## src/rtl/serial_mac_engine.sv

```systemverilog
// Serial-mode MAC responder: fetches 4 weights and a 2x2 feature window from a
// shared synchronous memory and returns their dot product with a one-cycle done
// pulse. Build option SERIAL_MAC_SIGNED_EN selects signed arithmetic.
module serial_mac_engine #(
  parameter logic [5:0] WEIGHT_BASE = 6'd0,
  parameter int         ROW_W       = 3
) (
  input  logic        clk,
  input  logic        rst,
  input  logic        serial_mode_en,
  input  logic [7:0]  serial_mode_feature_baseaddr,
  output logic [5:0]  mem_addr,
  output logic        mem_rd_en,
  input  logic [7:0]  mem_data,
  output logic [17:0] result,
  output logic        serial_mode_done,
  output logic        busy,
  output logic [1:0]  dbg_state_o
);

  // Handshake: serial_mode_en is a level request sampled every rising edge;
  // serial_mode_done is a single-cycle pulse with result valid from that cycle on.
  typedef enum logic [1:0] {
    S_IDLE  = 2'd0,
    S_FETCH = 2'd1,
    S_DRAIN = 2'd2,
    S_DONE  = 2'd3
  } state_t;

  localparam logic [5:0] OFF_ROW  = 6'(ROW_W);
  localparam logic [5:0] OFF_ROW1 = 6'(ROW_W + 1);

  state_t      state_q, state_d;
  logic [2:0]  cnt_q, cnt_d;
  logic [5:0]  base_q, base_d;
  logic [17:0] acc_q, acc_d;
  logic [7:0]  weight_q, weight_d;
  logic [17:0] result_q, result_d;
  logic [5:0]  addr_q, addr_d;

  logic [5:0]  feat_off;
  logic [5:0]  fetch_addr;
  logic [15:0] w_ext;
  logic [15:0] d_ext;
  logic [15:0] prod;
  logic [17:0] prod_ext;
  logic        unused_base_hi;

  assign unused_base_hi = ^serial_mode_feature_baseaddr[7:6];

  always_comb begin
    feat_off = 6'd0;
    case (cnt_q[2:1])
      2'd0:    feat_off = 6'd0;
      2'd1:    feat_off = 6'd1;
      2'd2:    feat_off = OFF_ROW;
      default: feat_off = OFF_ROW1;
    endcase
  end

  // Even slots fetch weight i, odd slots fetch feature i; 6-bit sums wrap mod 64.
  assign fetch_addr = cnt_q[0] ? (base_q + feat_off)
                               : (WEIGHT_BASE + {4'd0, cnt_q[2:1]});

`ifdef SERIAL_MAC_SIGNED_EN
  assign w_ext    = {{8{weight_q[7]}}, weight_q};
  assign d_ext    = {{8{mem_data[7]}}, mem_data};
  assign prod     = w_ext * d_ext;
  assign prod_ext = {{2{prod[15]}}, prod};
`else
  assign w_ext    = {8'd0, weight_q};
  assign d_ext    = {8'd0, mem_data};
  assign prod     = w_ext * d_ext;
  assign prod_ext = {2'd0, prod};
`endif

  always_comb begin
    state_d  = state_q;
    cnt_d    = cnt_q;
    base_d   = base_q;
    acc_d    = acc_q;
    weight_d = weight_q;
    result_d = result_q;
    addr_d   = addr_q;
    case (state_q)
      S_IDLE: begin
        if (serial_mode_en) begin
          base_d  = serial_mode_feature_baseaddr[5:0];
          acc_d   = 18'd0;
          cnt_d   = 3'd0;
          state_d = S_FETCH;
        end
      end
      S_FETCH: begin
        addr_d = fetch_addr;
        if (!serial_mode_en) begin
          state_d = S_IDLE;
        end else begin
          // Data arriving now belongs to slot cnt-1: odd cnt => weight, even => feature.
          if (cnt_q[0]) begin
            weight_d = mem_data;
          end else if (cnt_q != 3'd0) begin
            acc_d = acc_q + prod_ext;
          end
          cnt_d = cnt_q + 3'd1;
          if (cnt_q == 3'd7) begin
            state_d = S_DRAIN;
          end
        end
      end
      S_DRAIN: begin
        if (!serial_mode_en) begin
          state_d = S_IDLE;
        end else begin
          acc_d    = acc_q + prod_ext;
          result_d = acc_q + prod_ext;
          state_d  = S_DONE;
        end
      end
      default: begin
        state_d = S_IDLE;
      end
    endcase
  end

  always_ff @(posedge clk or negedge rst) begin
    if (!rst) begin
      state_q  <= S_IDLE;
      cnt_q    <= 3'd0;
      base_q   <= 6'd0;
      acc_q    <= 18'd0;
      weight_q <= 8'd0;
      result_q <= 18'd0;
      addr_q   <= 6'd0;
    end else begin
      state_q  <= state_d;
      cnt_q    <= cnt_d;
      base_q   <= base_d;
      acc_q    <= acc_d;
      weight_q <= weight_d;
      result_q <= result_d;
      addr_q   <= addr_d;
    end
  end

  // Outside FETCH the address bus keeps the last fetched address.
  assign mem_addr         = (state_q == S_FETCH) ? fetch_addr : addr_q;
  assign mem_rd_en        = (state_q == S_FETCH);
  assign serial_mode_done = (state_q == S_DONE);
  assign busy             = (state_q != S_IDLE);
  assign result           = result_q;
  assign dbg_state_o      = state_q;

endmodule

```

## config.mk

```make
export PLATFORM = sky130hd
export DESIGN_NAME = serial_mac_engine
export DESIGN_NICKNAME = d
export VERILOG_FILES = /design/src/rtl/serial_mac_engine.sv
export SDC_FILE = /design/constraint.sdc
export NUM_CORES = 1
export LEC_CHECK = 0
export ABC_AREA = 1
export CORE_MARGIN = 1
export CORE_UTILIZATION = 54
export DETAILED_ROUTE_END_ITERATION = 7
export MAX_ROUTING_LAYER = met4
export PLACE_DENSITY = 0.88
export SETUP_SLACK_MARGIN = 0.2
export SYNTH_ARGS = -nofsm -noshare
export SYNTH_HDL_FRONTEND = slang
export SYNTH_SLANG_ARGS = --single-unit
```

## constraint.sdc

```tcl
create_clock -name clk -period 3.6 [get_ports clk]
set_input_delay 0.54 -clock clk [delete_from_list [all_inputs] [get_ports clk]]
set_output_delay 0.54 -clock clk [all_outputs]
set_load 0.02 [all_outputs]
```

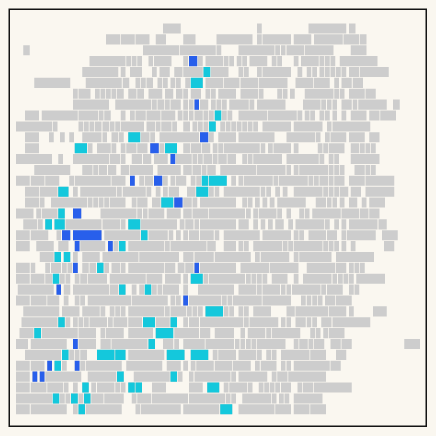
gate_families.png
Drawn at 4 px/µm.
colour	family	cells	most used
blue	NOR gates	22	nor2_1
cyan	inverting AOI/OAI gates	49	o21ai_0
number of cells in the finished layout apart from fillers: 938
Top cell excl fill/tap: inv_1
logic share of the area: 51.11%

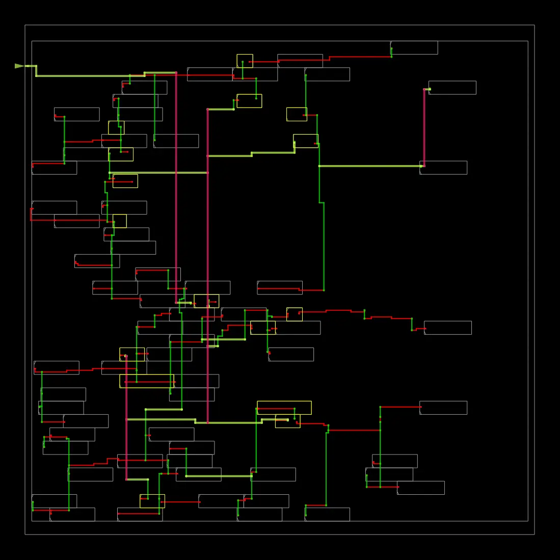
final_clocks.png
tally of clock buffers in the finished layout: 9

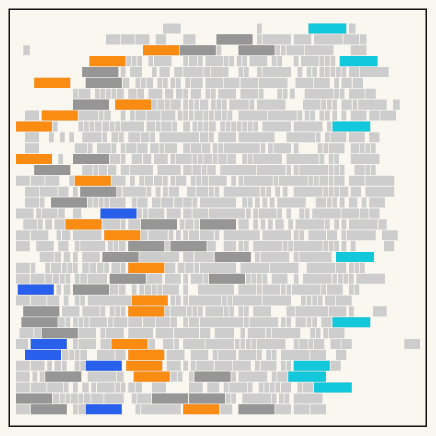
registers.png
Drawn at 4 px/µm.
colour	netlist name	sequential cells
orange	`result`	18
cyan	`weight_q`	8
blue	`addr_q`	6
not coloured	29
flip-flop and latch area: 1535 µm²
final standard cell utilization of the core: 73.74%
flop share of the area: 21.01%

==> flip-flops by register name, summed over array words and instances (netlist names) <==
signal,count
base_q,6
acc_q,18
weight_q,8
dbg_state_o,2
result,18
addr_q,6
cnt_q,3
==> metrics by stage <==
stage	hold slack (ns)	setup TNS (ns)
after floorplan	0.2444	-3.094
after global placement	0.4599	-22.45
after detailed placement	0.4699	-25.54
after CTS	0.1364	-4.500
after global routing	0.1508	-9.509
final	0.1327	-6.593
==> layer usage <==
| layer | part of all wire, % | vias up | global-route usage [%] | routed length [µm] |
|---|---|---|---|---|
| li1 | - | 2269 | - | - |
| met1 | 37 | 2485 | 34.00 | 6001 |
| met2 | 50 | 301 | 51.48 | 8192 |
| met3 | 7.1 | 111 | 4.887 | 1158 |
| met4 | 6.2 | 0 | 12.14 | 1015 |
| met5 | 0 | - | - | 0 |
==> Table 3: Implementation characteristics <==
Physical implementation characteristics

Parameter                              Value

Finish
  Area growth from synthesis to layout .................. 30.30%
  Number of buffers outside the clock class in the layout .................. 102
  Leading cell kind .................. logic gates
  Diodes inserted .................. 0
  # nets final .................. slightly above 900
  Seq_cells .................. between 60 and 70
  Fraction of final layout cells with drive strength greater than 1 .................. 28.07%
  Layout non-clock buf frac .................. between 10% and 20%

Clock network
  Clock latency on the worst-skew pair .................. about 0.38 ns
  Number of CTS-inserted buffers .................. 9
  Hold-fix buffer count after cts .................. 0
  Number of buffers inserted to repair setup after CTS .................. 12
  Register clock-pin slew on the reported worst setup and hold paths .................. 0.09 ns
  Maximum buffer depth of the clock tree .................. 2

Drt
  DRC violations left .................. 0
  DRC marker count from the first detailed-route iteration .................. approximately 460
  Number of iterations in the first detailed-routing pass .................. 6
  Total wire length .................. around 16 mm
  Average via count per standard cell .................. between 5 and 6
  Post-DR wirelength/cell .................. 17.45 µm

Logic synthesis
  Netlist area before placement .................. 5608 µm²
  Adder-cell area share of the yosys netlist .................. between 20 and 30%
  Post-Syn Instances .................. 709
  Yosys warnings .................. 0
  Synth top area share .................. about 27%
  Most popular library cell in the synthesized design by count .................. nand2_1
  Synth flops .................. 61
  Leading area contributor after synthesis .................. dfrtp_1
  Ys flop type .................. dfrtp_1
  Portion of netlist area occupied by mux cells .................. about 2.2%
  Top cells by area in the synthesized netlist .................. dfrtp_1, fa_1, nand2_1
  Library cells used by synthesis .................. 30
  Main combinational cell family by area after synthesis .................. adder cells
  AND-OR/OR-AND Cells, Area Fraction .................. 5.578%
  Area fraction in and, or, nand and nor cells .................. a little under 20%

Final timing
  Final clock period utilization by the worst path .................. 110.1%
  Rel. slew slack .................. a little over three fifths
  Count of endpoints failing hold in the final timing report .................. 0
  Total setup violations reported at the end of the flow .................. 25
  Slack of the critical path .................. -0.3627 ns
  Shortest clock period the worst path allows after layout .................. ~4 ns
  Slew of the pin with the lowest slew margin .................. 0.5569 ns
  Final count of pins violating max slew .................. 0

Min path
  Hold/Removal Path Class .................. in2async

Worst setup path
  Most Frequent Cell on Critical Path .................. inv_1
  Path depth of the worst reg2reg path .................. 17
  Max FO, Critical Path .................. 8
  Kind of launch point of the worst setup path .................. flip-flop
  Arrival time at the worst endpoint .................. 4.20 ns

Outcome
  Violated checks .................. setup timing
  Outcome .................. finished with violations

GRT
  Global-route wire length before repair .................. around 24 mm
  Aggregate global routing overflow .................. 0
  Initial antenna violation count .................. 0
  Pin count of the biggest net entering global routing .................. around 45
  Total routing resource utilization after global routing .................. approximately 30%
  Via count of the first global-routing pass .................. between 5k and 6k

Floorplan
  Number of I/O pins .................. roughly 48
  Chip area .................. roughly 11,000 µm²
  Area of the core .................. between 9000 and 10,000 µm²

Placed design
  Placer's final routability congestion estimate .................. ~0.97
  Count of buffers inserted at the top-level ports .................. 45
  Pre-CTS setup slack .................. -1.072 ns

Flow run
  Total of max-cap violations .................. 0
